--- config.mk ---
export PLATFORM = sky130hd
export DESIGN_NAME = fetch_unit_flat
export DESIGN_NICKNAME = d
export VERILOG_FILES = /design/src/rtl/fetch_unit_if.sv /design/src/rtl/fetch_unit.sv /design/src/flat_wrapper.sv
export SDC_FILE = /design/constraint.sdc
export NUM_CORES = 1
export LEC_CHECK = 0
export ABC_CLOCK_PERIOD_IN_PS = 2800
export CAP_MARGIN = 20
export CORE_MARGIN = 4
export CORE_UTILIZATION = 42
export CTS_CLUSTER_DIAMETER = 80
export DETAILED_ROUTE_END_ITERATION = 12
export HOLD_SLACK_MARGIN = 0.08
export PLACE_DENSITY = 0.86
export SLEW_MARGIN = 15
export SYNTH_ARGS = -nofsm -noshare
export SYNTH_HDL_FRONTEND = slang
export SYNTH_SLANG_ARGS = --single-unit
--- constraint.sdc ---
create_clock -name Clk -period 2.8 [get_ports Clk]
set_input_delay 0.84 -clock Clk [delete_from_list [all_inputs] [get_ports Clk]]
set_output_delay 0.84 -clock Clk [all_outputs]
set_load 0.02 [all_outputs]
--- src/rtl/fetch_unit_if.sv ---
//------------------------------------------------------------------------------
// Module      : fetch_unit_if
// Description : Bus between the multicycle control FSM and the fetch unit.
//               Perf counter signals exist only when FETCH_PERF_EN is defined.
// Revision    : 1.0 - initial release
//------------------------------------------------------------------------------
`default_nettype none

interface fetch_unit_if;
    logic [3:0]  State;
    logic [31:0] MemData;
    logic        Zero;
    logic [31:0] PC;
    logic [31:0] IR;
    logic [5:0]  Opcode;
    logic [4:0]  Rs;
    logic [4:0]  Rt;
    logic [4:0]  Rd;
    logic [31:0] Imm;
    logic [31:0] BranchTarget;
`ifdef FETCH_PERF_EN
    logic [31:0] InstrCount;
    logic [31:0] CycleCount;

    modport master (
        output State, MemData, Zero,
        input  PC, IR, Opcode, Rs, Rt, Rd, Imm, BranchTarget,
        input  InstrCount, CycleCount
    );

    modport slave (
        input  State, MemData, Zero,
        output PC, IR, Opcode, Rs, Rt, Rd, Imm, BranchTarget,
        output InstrCount, CycleCount
    );
`else
    modport master (
        output State, MemData, Zero,
        input  PC, IR, Opcode, Rs, Rt, Rd, Imm, BranchTarget
    );

    modport slave (
        input  State, MemData, Zero,
        output PC, IR, Opcode, Rs, Rt, Rd, Imm, BranchTarget
    );
`endif
endinterface

`default_nettype wire

--- src/rtl/fetch_unit.sv ---
//------------------------------------------------------------------------------
// Module      : fetch_unit
// Description : PC / IR / branch-target datapath sequenced by the control FSM.
//               Optional macro FETCH_PERF_EN adds instruction and cycle counters.
// Revision    : 1.0 - initial release
//------------------------------------------------------------------------------
`default_nettype none

module fetch_unit #(
    parameter logic [31:0] RESET_PC = 32'h0000_0000
) (
    input  wire logic   Clk,
    input  wire logic   Reset,
    fetch_unit_if.slave bus
);

    localparam logic [3:0] c_ST_FETCH  = 4'd0;
    localparam logic [3:0] c_ST_DECODE = 4'd1;
    localparam logic [3:0] c_ST_BEQ    = 4'd8;
    localparam logic [3:0] c_ST_JUMP   = 4'd9;

    logic [31:0] pc_q, pc_d;
    logic [31:0] ir_q, ir_d;
    logic [31:0] bt_q, bt_d;
    logic [31:0] w_imm;

    assign w_imm = {{16{ir_q[15]}}, ir_q[15:0]};

    // Every state not listed (2-7 and the undefined 10-15) holds all registers.
    always_comb begin
        pc_d = pc_q;
        ir_d = ir_q;
        bt_d = bt_q;
        case (bus.State)
            c_ST_FETCH: begin
                ir_d = bus.MemData;
                pc_d = pc_q + 32'd4;
            end
            c_ST_DECODE: begin
                bt_d = pc_q + {w_imm[29:0], 2'b00};
            end
            c_ST_BEQ: begin
                if (bus.Zero) begin
                    pc_d = bt_q;
                end
            end
            c_ST_JUMP: begin
                pc_d = {pc_q[31:28], ir_q[25:0], 2'b00};
            end
            default: begin
                pc_d = pc_q;
            end
        endcase
    end

    always_ff @(posedge Clk) begin
        if (Reset) begin
            pc_q <= RESET_PC;
            ir_q <= 32'd0;
            bt_q <= 32'd0;
        end else begin
            pc_q <= pc_d;
            ir_q <= ir_d;
            bt_q <= bt_d;
        end
    end

    assign bus.PC           = pc_q;
    assign bus.IR           = ir_q;
    assign bus.Opcode       = ir_q[31:26];
    assign bus.Rs           = ir_q[25:21];
    assign bus.Rt           = ir_q[20:16];
    assign bus.Rd           = ir_q[15:11];
    assign bus.Imm          = w_imm;
    assign bus.BranchTarget = bt_q;

`ifdef FETCH_PERF_EN
    logic [31:0] instr_cnt_q, instr_cnt_d;
    logic [31:0] cycle_cnt_q, cycle_cnt_d;

    always_comb begin
        cycle_cnt_d = cycle_cnt_q + 32'd1;
        instr_cnt_d = instr_cnt_q;
        if (bus.State == c_ST_FETCH) begin
            instr_cnt_d = instr_cnt_q + 32'd1;
        end
    end

    always_ff @(posedge Clk) begin
        if (Reset) begin
            instr_cnt_q <= 32'd0;
            cycle_cnt_q <= 32'd0;
        end else begin
            instr_cnt_q <= instr_cnt_d;
            cycle_cnt_q <= cycle_cnt_d;
        end
    end

    assign bus.InstrCount = instr_cnt_q;
    assign bus.CycleCount = cycle_cnt_q;
`endif

endmodule

`default_nettype wire

--- src/flat_wrapper.sv ---
// flat-port wrapper written by rule: the top's interface ports become plain ports
module fetch_unit_flat 
#(
    parameter logic [31:0] RESET_PC = 32'h0000_0000
)
  (Clk, Reset, bus_State, bus_MemData, bus_Zero, bus_PC, bus_IR, bus_Opcode, bus_Rs, bus_Rt, bus_Rd, bus_Imm, bus_BranchTarget);
  fetch_unit_if bus_i ();
  input  wire logic Clk;
  input  wire logic Reset;
  input wire logic [$bits(bus_i.State)-1:0] bus_State;
  input wire logic [$bits(bus_i.MemData)-1:0] bus_MemData;
  input wire logic [$bits(bus_i.Zero)-1:0] bus_Zero;
  output wire logic [$bits(bus_i.PC)-1:0] bus_PC;
  output wire logic [$bits(bus_i.IR)-1:0] bus_IR;
  output wire logic [$bits(bus_i.Opcode)-1:0] bus_Opcode;
  output wire logic [$bits(bus_i.Rs)-1:0] bus_Rs;
  output wire logic [$bits(bus_i.Rt)-1:0] bus_Rt;
  output wire logic [$bits(bus_i.Rd)-1:0] bus_Rd;
  output wire logic [$bits(bus_i.Imm)-1:0] bus_Imm;
  output wire logic [$bits(bus_i.BranchTarget)-1:0] bus_BranchTarget;
  assign bus_i.State = bus_State;
  assign bus_i.MemData = bus_MemData;
  assign bus_i.Zero = bus_Zero;
  assign bus_PC = bus_i.PC;
  assign bus_IR = bus_i.IR;
  assign bus_Opcode = bus_i.Opcode;
  assign bus_Rs = bus_i.Rs;
  assign bus_Rt = bus_i.Rt;
  assign bus_Rd = bus_i.Rd;
  assign bus_Imm = bus_i.Imm;
  assign bus_BranchTarget = bus_i.BranchTarget;
  fetch_unit #(.RESET_PC(RESET_PC)) u_core (.Clk(Clk), .Reset(Reset), .bus(bus_i));
endmodule
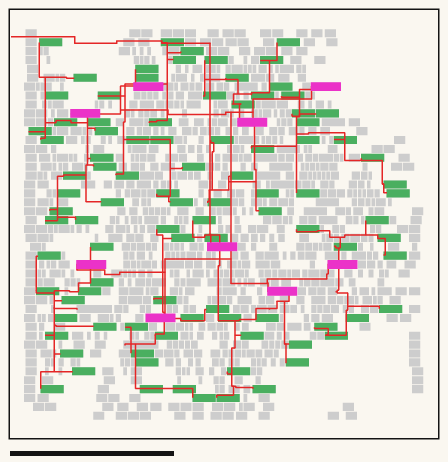
Run 1: clock network drawn from the DEF
The bar under the picture is 50 µm long.
Key: red = clock wires [length 1400 µm]; magenta = clock drivers [count 9]; green = flip-flops [count 96]
There are 10 routed clock nets.

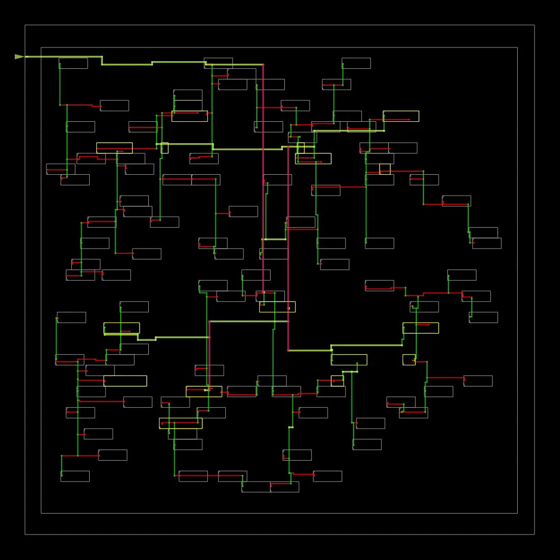
Run 1: clock wiring as the flow saved it
flip-flops: 96
number of clock buffer instances in the layout: 9

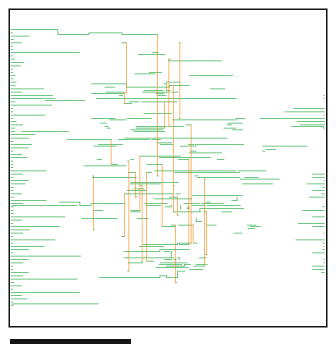
Run 1: routed metal, one color a layer
The bar under the picture is 50 µm long. Only two layers are drawn.
Key: orange = metal 4 [wire length 608 µm]; green = metal 3 [wire length 2160 µm]
total wire length after detailed routing: 22660 µm
via count: 7131

==> results.tsv, run 1 <==
metric	value	unit
synthesis-to-finish area growth	37.98	%
number of enable-type register cells in the synthesized netlist	0	
share of the yosys chip area belonging to registers	0.3030	
# hold bufs at CTS	0	
count of inverters not on the clock network in the layout	11	
flip-flop and latch area	1922	µm²
depth of the worst hold-timing path	2	
total number of cells along the worst setup path	10	
number of top-level pins	188	
maximum fanout count along the critical path	3	
PostCTS Resize Cnt	0	
flip-flop cell with the highest count after synthesis	sky130_fd_sc_hd__dfxtp_1	
Power Internal	2.325	mW
Detail Placement HPWL	16660	µm
result of the run	finished clean	
number of nets with antenna violations after detailed routing	0	
WP data arrival	3.00	ns
slowest CP cell	sky130_fd_sc_hd__fa_1	
clock root buffer	sky130_fd_sc_hd__clkbuf_16	
vias per inst	5.908	
width of the chip	130.9	µm
buffer and inverter count on the worst path	1	
fillers	1309	
maximum number of pins on one net before global-route repair	56	
capture point of the critical path	u_core.bus.BranchTarget[24]	
critical path class	register to register	
## run 1: routing by layer
layer  wire (µm)  global-route usage  up-vias
li1            -                   -     3385
met1        9659              0.3578     3287
met2       10230              0.4089      410
met3        2161             0.07561       49
met4         608             0.08772        0
met5           0                   0        -
## run 1: cell usage in the layout, fill, tap and decap left out, drive strengths merged, types with 14 or more instances in the layout
cell type and count:
nand4 17, nand3 28, nor3 19, o21ai 52, buf 63, a21o 17, clkdlybuf4s50 186, a21oi 120
dfxtp 96, nor2 53, ha 30, and3 14, nand2 142
## run 1: sequential cells by signal, summed over array words and instances, names as in the netlist
signal                   flops
u_core.bus.BranchTarget     32
u_core.bus.IR               32
u_core.bus.PC               32
## Run 2: what changed since run 1
--- a/config.mk
+++ b/config.mk
@@ -5,7 +5,6 @@
 export SDC_FILE = /design/constraint.sdc
 export NUM_CORES = 1
 export LEC_CHECK = 0
-export ABC_CLOCK_PERIOD_IN_PS = 2800
 export CAP_MARGIN = 20
 export CORE_MARGIN = 4
 export CORE_UTILIZATION = 42
@@ -13,7 +12,7 @@
 export DETAILED_ROUTE_END_ITERATION = 12
 export HOLD_SLACK_MARGIN = 0.08
 export PLACE_DENSITY = 0.86
-export SLEW_MARGIN = 15
+export SLEW_MARGIN = 30
 export SYNTH_ARGS = -nofsm -noshare
 export SYNTH_HDL_FRONTEND = slang
 export SYNTH_SLANG_ARGS = --single-unit
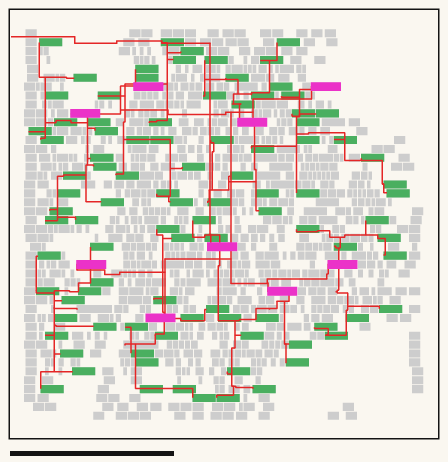
Run 2: clock network drawn from the DEF
The bar under the picture is 50 µm long.
clock latency on the worst-skew pair: 0.36 ns
clk_skew: 0.008596 ns
clock network power consumption: 1.37 mW
clock share of power: 0.440

==> results.tsv, run 2 <==
metric	value	unit	change
number of top-level pins	188		unchanged
most crowded layer after global routing	met2		
share of the yosys chip area belonging to registers	0.3030		unchanged
critical path class	register to register		
via count	7131		unchanged
final core utilization	0.5976		
flip-flop cell with the highest count after synthesis	sky130_fd_sc_hd__dfxtp_1		
clock root buffer	sky130_fd_sc_hd__clkbuf_16		
width of the chip	130.9	µm	unchanged
met2 wirelength from detailed routing	10230	µm	unchanged
flip-flop and latch area	1922	µm²	unchanged
fillers	1309		unchanged
maximum number of pins on one net before global-route repair	56		unchanged
number of enable-type register cells in the synthesized netlist	0		unchanged
met1 track demand over resource in global routing	0.3578		unchanged
M2 GR Usage	0.4089		unchanged
Max-cap violations	0		
most instantiated logic cells after routing	sky130_fd_sc_hd__clkdlybuf4s50_1 (186), sky130_fd_sc_hd__nand2_1 (142), sky130_fd_sc_hd__a21oi_1 (119)		
result of the run	finished clean		
most common logic cell in the routed design	sky130_fd_sc_hd__clkdlybuf4s50_1		
Post-Synth Adder-Cell Area	0.06234		
synthesis-to-finish area growth	37.98	%	unchanged
topmost layer with routed signal wires	met4		
vias per inst	5.908		unchanged
slowest CP cell	sky130_fd_sc_hd__fa_1		
PostCTS Resize Cnt	0		unchanged
WP data arrival	3.00	ns	about the same
number of nets with antenna violations after detailed routing	0		unchanged
worst setup slack after layout	0.09182	ns	
post-CTS clock slew at the launch and capture registers of the worst setup and hold paths	0.07	ns	
number of clock buffer instances in the layout	9		unchanged
buffer and inverter count on the worst path	1		unchanged
fraction of layout instances using a drive strength above 1	0.09091		
flip-flops	96		unchanged
Leakage	3.224	nW	
total routed wire length on the met1 layer	9659	µm	unchanged
GR Layer Usage met3	0.07561		unchanged
# hold bufs at CTS	0		unchanged
-- run 2: cell counts after synthesis --
No cell type changed its count.
-- run 2: path summary, 6_finish.rpt --
kind                                         from                          end  slack [ns]  cells past startpoint
worst max-delay path             u_core.bus.PC[2]  u_core.bus.BranchTarget[24]        0.09                     10
worst min-delay path            u_core.bus.IR[27]            u_core.bus.IR[27]        0.48                      2
worst max register to register   u_core.bus.PC[2]  u_core.bus.BranchTarget[24]        0.09                     10
worst min register to register  u_core.bus.IR[27]            u_core.bus.IR[27]        0.48                      2
-- run 2: cell families after synthesis --
family	after synthesis
simple gates	324
compound gates	287
buf+inv	108
flops	96
fa+ha+maj	31
xor+xnor	7
mux	2
Run 2, routed metal, one color a layer:
The bar under the picture is 50 µm long. Only two layers are drawn.
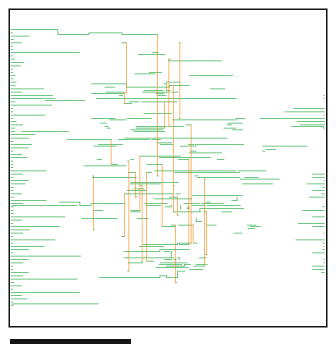

## Run 3: what changed since run 2
--- a/config.mk
+++ b/config.mk
@@ -10,8 +10,9 @@
 export CORE_UTILIZATION = 42
 export CTS_CLUSTER_DIAMETER = 80
 export DETAILED_ROUTE_END_ITERATION = 12
+export DONT_BUFFER_PORTS = 1
 export HOLD_SLACK_MARGIN = 0.08
-export PLACE_DENSITY = 0.86
+export PLACE_DENSITY = 0.7
 export SLEW_MARGIN = 30
 export SYNTH_ARGS = -nofsm -noshare
 export SYNTH_HDL_FRONTEND = slang
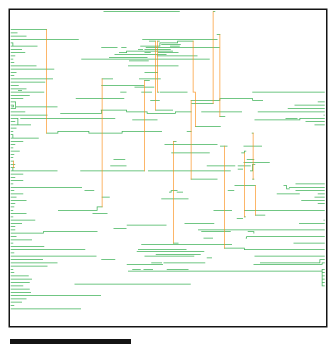
Run 3: routed metal, one color a layer
The bar under the picture is 50 µm long. Only two layers are drawn.
Key: orange = metal 4 [wire length 469 µm]; green = metal 3 [wire length 2410 µm]
average detailed-routed wire length per instance: 20.86 µm
total wire length after detailed routing: 21300 µm

==> results.tsv, run 3 <==
metric	value	unit	change
result of the run	finished clean		
critical path class	register to register		
worst reg2reg setup slack	0.20	ns	+0.11 ns
most crowded layer after global routing	met2		
share of the yosys chip area belonging to registers	0.3030		unchanged
WP data arrival	2.89	ns	-0.11 ns
worst setup slack after layout	0.1976	ns	+0.1058 ns
most common logic cell in the routed design	sky130_fd_sc_hd__nand2_1		
final core utilization	0.4637		-0.1339
number of enable-type register cells in the synthesized netlist	0		unchanged
flip-flop and latch area	1926	µm²	+0.20%
number of nets with antenna violations after detailed routing	0		unchanged
number of clock buffer instances in the layout	10		+1
width of the chip	130.9	µm	unchanged
slowest CP cell	sky130_fd_sc_hd__fa_1		
# hold bufs at CTS	0		unchanged
critical path launch point	u_core.bus.IR[0]		
post-CTS clock slew at the launch and capture registers of the worst setup and hold paths	0.07	ns	about the same
worst min-delay path endpoint	u_core.bus.PC[28]		
maximum number of pins on one net before global-route repair	96		+71%
vias per inst	6.179		+4.6%
buffer and inverter count on the worst path	1		unchanged
PostCTS Resize Cnt	0		unchanged
fillers	1490		+14%
depth of the worst hold-timing path	1		-1
number of top-level pins	188		unchanged
end of the worst register-to-register path	u_core.bus.BranchTarget[24]		
met1 track demand over resource in global routing	0.3272		-0.03062
M2 GR Usage	0.3777		-0.03122
synthesis-to-finish area growth	7.062	%	
GR Layer Usage met3	0.09634		+0.02073
total number of cells along the worst setup path	10		unchanged
capture point of the critical path	u_core.bus.BranchTarget[24]		
run 3: cell counts after synthesis:
No cell type changed its count.
run 3: where the power goes:
group / internal [mW] / switching (mW)
clock network: 0.697 / 0.582
registers: 1.38 / 0.0345
logic: 0.0545 / 0.128
total: 2.13 / 0.744
run 3: cells by family after synthesis:
family,synth area share
xor+xnor,0.009667
flops,0.3030
compound gates,0.2825
fa+ha+maj,0.06234
buf+inv,0.09903
simple gates,0.2403
mux,0.003157
run 3: layer usage:
metal  up-vias  share of wire
li1       3007              -
met1      2951           0.43
met2       315           0.44
met3        36           0.11
met4         0          0.022
met5         -              0
run 3: what timing repair did:
item                                    CTS  global route
endpoints found under the hold margin     0             0
endpoints found under the setup margin    0             3
buffers inserted                          0             1
Power is estimated from default activity; no workload was simulated.
